$ cat config.mk
export PLATFORM = sky130hd
export DESIGN_NAME = pixel_sequencer
export DESIGN_NICKNAME = d
export VERILOG_FILES = /design/src/rtl/pixel_sequencer_pkg.sv /design/src/rtl/pixel_watchdog.sv /design/src/rtl/pixel_sequencer.sv
export SDC_FILE = /design/constraint.sdc
export NUM_CORES = 1
export LEC_CHECK = 0
export CORE_UTILIZATION = 48
export CTS_CLUSTER_DIAMETER = 80
export CTS_CLUSTER_SIZE = 30
export DETAILED_ROUTE_END_ITERATION = 12
export PLACE_DENSITY = 0.92
export SLEW_MARGIN = 25
export SYNTH_ARGS = -nofsm -noshare
export SYNTH_HDL_FRONTEND = slang
export SYNTH_SLANG_ARGS = --single-unit
$ cat constraint.sdc
create_clock -name clk -period 5.6 [get_ports clk]
set_input_delay 1.4 -clock clk [delete_from_list [all_inputs] [get_ports clk]]
set_output_delay 1.4 -clock clk [all_outputs]
set_load 0.005 [all_outputs]
$ cat src/rtl/pixel_sequencer_pkg.sv
// ----------------------------------------------------------------------------
// pixel_sequencer_pkg
//   Shared definitions for the pixel sequencer: pixel width, default frame
//   geometry and the sequencer state encoding. Imported by pixel_sequencer
//   and pixel_watchdog.
// ----------------------------------------------------------------------------
package pixel_sequencer_pkg;

    // Width of one pixel as seen by the ROMs, the register file and the
    // frame buffer.
    localparam int PIXEL_W = 12;

    // Width of the processor result register; only the low PIXEL_W bits
    // carry the output pixel.
    localparam int REGOUT_W = 32;

    // Default frame geometry (320x240).
    localparam int FRAME_WIDTH        = 320;
    localparam int FRAME_HEIGHT       = 240;
    localparam int DEFAULT_NUM_PIXELS = FRAME_WIDTH * FRAME_HEIGHT;

    // Smallest address width that covers the default frame.
    localparam int DEFAULT_ADDR_W = 17;

    // Default watchdog limit, in cycles spent waiting for the processor.
    localparam int DEFAULT_TIMEOUT = 4096;

    // Per-pixel sequence. CLEAR waits out a stale done, FETCH drives the ROM
    // address, LOAD captures the ROM data, WAIT_DONE hands the pixel to the
    // processor, WRITE strobes the frame buffer, FINISH flags the frame end.
    typedef enum logic [2:0] {
        IDLE      = 3'd0,
        CLEAR     = 3'd1,
        FETCH     = 3'd2,
        LOAD      = 3'd3,
        WAIT_DONE = 3'd4,
        WRITE     = 3'd5,
        FINISH    = 3'd6
    } seq_state_t;

endpackage : pixel_sequencer_pkg

$ cat src/rtl/pixel_watchdog.sv
// ----------------------------------------------------------------------------
// pixel_watchdog
//   Counts consecutive cycles for which `run` is high and raises `expired`
//   in the cycle where TIMEOUT cycles have elapsed. Dropping `run` clears the
//   count, so every pixel gets a fresh budget. Only instantiated by
//   pixel_sequencer when PIXEL_SEQ_WATCHDOG_EN is defined.
// ----------------------------------------------------------------------------
module pixel_watchdog
    import pixel_sequencer_pkg::*;
#(
    parameter int TIMEOUT = DEFAULT_TIMEOUT
) (
    input  logic clk,
    input  logic rst,
    input  logic run,
    output logic expired
);

    // Wide enough to hold TIMEOUT itself, which also keeps TIMEOUT=1 legal.
    localparam int CNT_W = $clog2(TIMEOUT + 1);
    localparam logic [CNT_W-1:0] LAST_COUNT = CNT_W'(TIMEOUT - 1);

    logic [CNT_W-1:0] wait_cnt;

    // Count cycles spent waiting; restart whenever the wait ends.
    always_ff @(posedge clk) begin
        if (rst || !run) begin
            wait_cnt <= '0;
        end else if (wait_cnt != LAST_COUNT) begin
            wait_cnt <= wait_cnt + CNT_W'(1);
        end
    end

    // The count is 0 in the first waiting cycle, so hitting LAST_COUNT means
    // this is the TIMEOUT-th cycle without an answer.
    assign expired = run && (wait_cnt == LAST_COUNT);

endmodule : pixel_watchdog

$ cat src/rtl/pixel_sequencer.sv
// ----------------------------------------------------------------------------
// pixel_sequencer
//   Frame-level driver for the watermark soft processor. For every pixel
//   address it reads the image and watermark ROMs, presents the pixel pair to
//   the register file, raises `waiting`, holds until the processor program
//   signals `done`, then writes regout[11:0] to the output frame buffer.
//
//   Optional feature (macro PIXEL_SEQ_WATCHDOG_EN):
//     When defined, a pixel_watchdog bounds the time spent in WAIT_DONE. On
//     expiry the loaded image pixel is written to the frame buffer instead of
//     the processor result and the sticky `timeout_err` flag is set (cleared
//     only by `rst`). When undefined, WAIT_DONE waits indefinitely and
//     `timeout_err` is tied low.
//
//   NUM_PIXELS must not exceed 2**ADDR_W.
// ----------------------------------------------------------------------------
module pixel_sequencer
    import pixel_sequencer_pkg::*;
#(
    parameter int NUM_PIXELS = DEFAULT_NUM_PIXELS,
    parameter int ADDR_W     = DEFAULT_ADDR_W,
    parameter int TIMEOUT    = DEFAULT_TIMEOUT
) (
    input  logic                clk,
    input  logic                rst,
    input  logic                start,
    output logic [ADDR_W-1:0]   rom_addr,
    input  logic [PIXEL_W-1:0]  image_data,
    input  logic [PIXEL_W-1:0]  water_data,
    output logic [PIXEL_W-1:0]  imagein,
    output logic [PIXEL_W-1:0]  waterin,
    output logic                waiting,
    input  logic                done,
    input  logic [REGOUT_W-1:0] regout,
    output logic                fb_we,
    output logic [ADDR_W-1:0]   fb_addr,
    output logic [PIXEL_W-1:0]  fb_data,
    output logic                busy,
    output logic                frame_done,
    output logic                timeout_err
);

    localparam logic [ADDR_W-1:0] LAST_ADDR = ADDR_W'(NUM_PIXELS - 1);

    seq_state_t        state;
    logic [ADDR_W-1:0] pixel_cnt;

    // The processor result register is 32 bits wide but only the low pixel
    // bits are meaningful; the rest is deliberately dropped.
    logic unused_regout_bits;
    assign unused_regout_bits = ^regout[REGOUT_W-1:PIXEL_W];

`ifdef PIXEL_SEQ_WATCHDOG_EN
    logic wd_expired;

    pixel_watchdog #(
        .TIMEOUT (TIMEOUT)
    ) u_watchdog (
        .clk     (clk),
        .rst     (rst),
        .run     (state == WAIT_DONE),
        .expired (wd_expired)
    );
`else
    // Without the watchdog there is no way to time out.
    assign timeout_err = 1'b0;
`endif

    // Sequencer FSM: state, pixel counter and all registered outputs.
    always_ff @(posedge clk) begin
        // NOTE: reset is synchronous here, so it lives inside the clocked
        // block and is only seen on a rising edge; it still wins over every
        // state so an aborted frame produces no further write strobes.
        if (rst) begin
            state      <= IDLE;
            pixel_cnt  <= '0;
            rom_addr   <= '0;
            imagein    <= '0;
            waterin    <= '0;
            waiting    <= 1'b0;
            fb_we      <= 1'b0;
            fb_addr    <= '0;
            fb_data    <= '0;
            busy       <= 1'b0;
            frame_done <= 1'b0;
`ifdef PIXEL_SEQ_WATCHDOG_EN
            timeout_err <= 1'b0;
`endif
        end else begin
            // NOTE: the one-cycle strobes default low every cycle and are only
            // raised by the state that owns them; using <= throughout means
            // every branch sees the register values from before this edge.
            fb_we      <= 1'b0;
            frame_done <= 1'b0;

            case (state)
                IDLE: begin
                    if (start) begin
                        pixel_cnt <= '0;
                        busy      <= 1'b1;
                        state     <= CLEAR;
                    end
                end

                // A done left high from the previous pixel (or frame) must
                // drop before the next pixel is handed out.
                CLEAR: begin
                    if (!done) begin
                        rom_addr <= pixel_cnt;
                        state    <= FETCH;
                    end
                end

                // ROM address is on the bus this cycle; data follows next.
                FETCH: begin
                    state <= LOAD;
                end

                LOAD: begin
                    imagein <= image_data;
                    waterin <= water_data;
                    waiting <= 1'b1;
                    state   <= WAIT_DONE;
                end

                WAIT_DONE: begin
                    if (done) begin
                        fb_addr <= pixel_cnt;
                        fb_data <= regout[PIXEL_W-1:0];
                        fb_we   <= 1'b1;
                        waiting <= 1'b0;
                        state   <= WRITE;
                    end
`ifdef PIXEL_SEQ_WATCHDOG_EN
                    // No answer in time: pass the image pixel through so the
                    // frame stays complete, and remember that it happened.
                    else if (wd_expired) begin
                        fb_addr     <= pixel_cnt;
                        fb_data     <= imagein;
                        fb_we       <= 1'b1;
                        waiting     <= 1'b0;
                        timeout_err <= 1'b1;
                        state       <= WRITE;
                    end
`endif
                end

                // fb_we is high during this state; pick the next pixel or end.
                WRITE: begin
                    if (pixel_cnt == LAST_ADDR) begin
                        frame_done <= 1'b1;
                        busy       <= 1'b0;
                        state      <= FINISH;
                    end else begin
                        pixel_cnt <= pixel_cnt + ADDR_W'(1);
                        state     <= CLEAR;
                    end
                end

                // frame_done is high during this state.
                FINISH: begin
                    state <= IDLE;
                end

                default: begin
                    state <= IDLE;
                end
            endcase
        end
    end

endmodule : pixel_sequencer

Figure 1. Routed metal per tile (run 1).
The bar under the picture is 20 um long. The die is cut into 18 by 18 equal tiles; dark blue is low, red is high, scaled to the fullest tile. Values are wire area over tile area, all layers added.
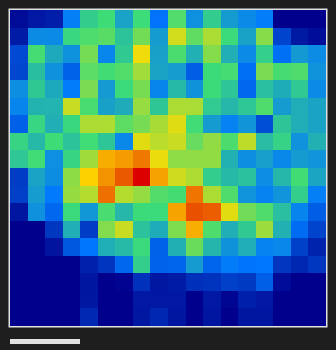
mean over tiles: 0.20
emptiest ninth of the die: south-west
nearly empty tiles: 13%
fullest tile: 0.57
GRT Overall Usage: 0.251
WL/cell: 15.1 um
DR vias: 3571

Figure 2. Signal wires on met1 (run 1).
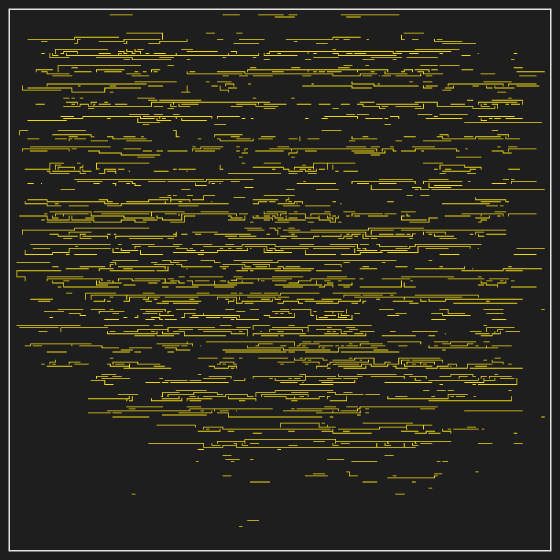
main direction: horizontal
share of all routed wire: 41%
longest straight run: 32.2 um
wire length on this layer: 4130 um
nets with wire on the layer: 542
final wirelength: 10000 um
met1 Usage GRT: 0.302

Figure 3. The metal 3 layer (run 1).
The bar under the picture is 20 um long.
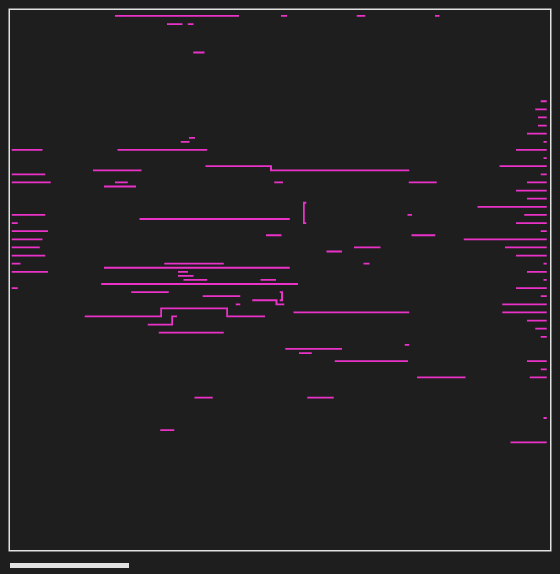
wire length on this layer: 519 um
share of all routed wire: 5.2%
longest straight run: 32.7 um
nets with wire on the layer: 78
main direction: horizontal
met3 Use GR: 0.0522

==> out/summary.txt, run 1 <==
status -> finished clean
CTS tree -> built
sequential share of cell area -> 0.368
post-cts resize count -> 0
most frequent logic cell in the layout -> nand2_1
Port Buf Inserts -> 113
top_reg_cell synth -> dfxtp_1
combinational share of cell area -> 0.338
routing usage on met2 -> 0.435
yosys stat chip area -> 3750 um^2
fin util -> 0.690
Biggest consumer -> registers
CP Data Required Time -> 5.88 ns
first-pass GRT wire length -> 16500 um
DR WL met3 -> 519 um
die area -> 8170 um^2
DP Cell Count -> 646
clock buffers -> 10
layout cell share with drive strength beyond 1 -> 0.0586
Nets at Floorplan -> 524
Place WS -> 1.95 ns
worst hold slack -> 0.459 ns
nets -> 619
## run 1: critical path, cell delays in order
cell             delay [ns]
clkdlybuf4s50_1        0.56
nor4b_4                0.65
o211ai_2               0.31
or4_1                  0.53
a21boi_0               0.18
## run 1: cells by family after synthesis
group           after synthesis  synth area share
mux                          11            0.0293
flops                        94             0.501
compound gates              106             0.164
other cells                   1          0.000999
fa+ha+maj                     1           0.00333
simple gates                212             0.260
buf+inv                      37            0.0390
xor+xnor                      1           0.00233
## run 1: how the worst max path moves through the flow
stage	start	endpoint	cells after the start
2_1_floorplan	start	pixel_cnt[4]	4
3_3_place_gp	start	pixel_cnt[15]	5
3_5_place_dp	start	pixel_cnt[15]	5
4_1_cts	start	pixel_cnt[15]	5
5_1_grt	start	pixel_cnt[15]	5
6_report	start	pixel_cnt[15]	5
Figure 4. Placement by cell class (run 1).
Fill, decap, tap and diode cells in gray.
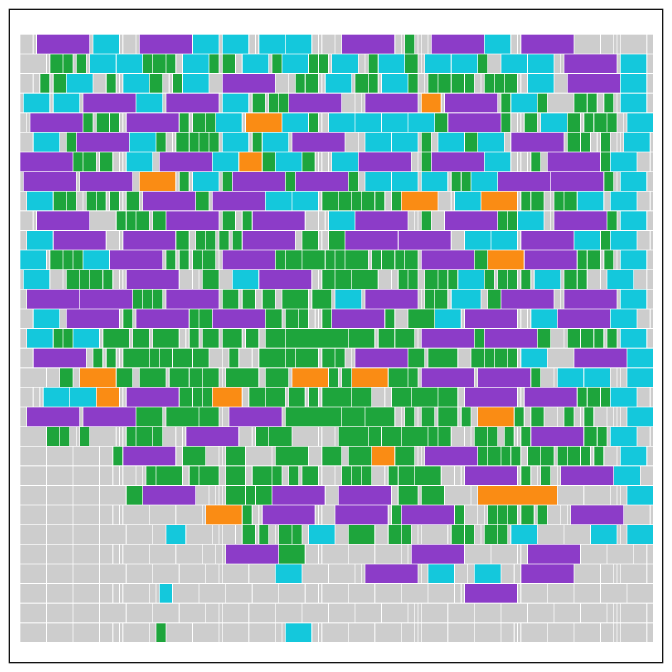

--- run 2 (diff from run 1) ---
Settings changed: CORE_UTILIZATION 48 to 45, PLACE_DENSITY 0.92 to 0.87.
Clock period 5.6 ns to 3.3 ns, I/O delays scaled along.
Figure 5. Placement by cell class (run 2).
Fill, decap, tap and diode cells in gray.
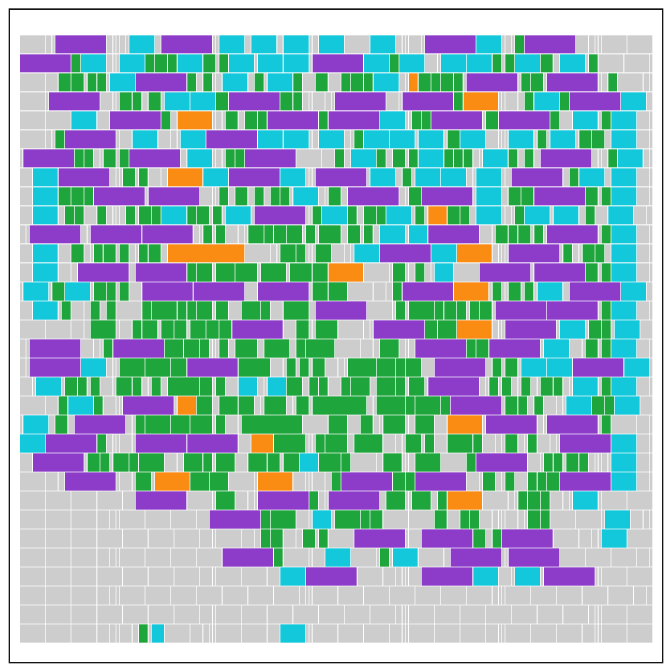
[registers] purple | cells: 94 | share of their area: 38%
[clock drivers and dummy loads] orange | cells: 16 | share of their area: 4.2%
[remaining buffers and delay cells] cyan | cells: 119 | share of their area: 23%
[remaining logic cells] green | cells: 338 | share of their area: 35%
row count: 32
Core ar.: 7890 um^2

==> out/summary.txt, run 2 <==
Net Sw Frac -> 0.232
final wirelength -> 9950 um
GRT Overall Usage -> 0.233
met1 Usage GRT -> 0.279
status -> finished clean
Mux area share -> 0.0293
worst hold slack -> 0.459 ns
yosys adder share -> 0.00333
CTS tree -> built
nets -> 623
comb area leader -> simple AND/OR/NAND/NOR gates
Crit path depth -> 6
Place WS -> 0.254 ns
WL/cell -> 14.9 um
fin util -> 0.651
met3 Use GR -> 0.0488
Setup crit start -> start
area fraction in compound gates -> 0.164
GRT overflow -> 0
CP Data Required Time -> 3.60 ns
critical path, cell by cell -> clkdlybuf4s50_1 > nor4b_4 > buf_4 > nor2_2 > a21boi_0 > o31a_1
Critical Path Max Stage Delay -> 0.55 ns
Post-Synth Simple-Gate Area -> 0.260
DP Cell Count -> 653
die area -> 8710 um^2
DR pass1 iterations -> 4
Port Buf Inserts -> 113
Reg power frac -> 0.549
Die Y-Extent -> 93.3 um
CP delay by family, top -> simple AND/OR/NAND/NOR gates
Hold Path Stages -> 2
layout cell share with drive strength beyond 1 -> 0.0617
DR vias -> 3603
routing usage on met2 -> 0.396
Biggest consumer -> registers
most frequent logic cell in the layout -> nand2_1
Crit-path slowest cell -> nor2_2
DR DRC count -> 0
most common logic cells in the final layout -> nand2_1 (162), clkdlybuf4s50_1 (112), dfxtp_1 (94)
WP buf/inv -> 2
yosys stat chip area -> 3750 um^2
==> run 2: cell counts after synthesis <==
Identical to the previous run, type by type.
==> run 2: cell type report <==
class	instances	area [um^2]	share of cell area
flip-flops and latches	94	1880	0.366
clock inverters	4	53.8	0.0105
multi-input cells	332	1730	0.336
clock buffers	12	155	0.0302
well taps	102	128	0.0248
inverters	6	22.5	0.00438
repair buffers	119	1170	0.228
==> run 2: cell families (layout without fill, tap and decap cells) <==
group                      after synthesis  after routing
buffers and inverters                   37            141
xor gates and xnor gates                 1              1
DFF                                     94             94
adders and majority gates                1              1
and+or+nand+nor                        212            212
muxes                                   11             11
other                                    1              1
AOI/OAI and AO/OA                      106            106
No activity file was given, so power comes from the tool's default toggle rates.
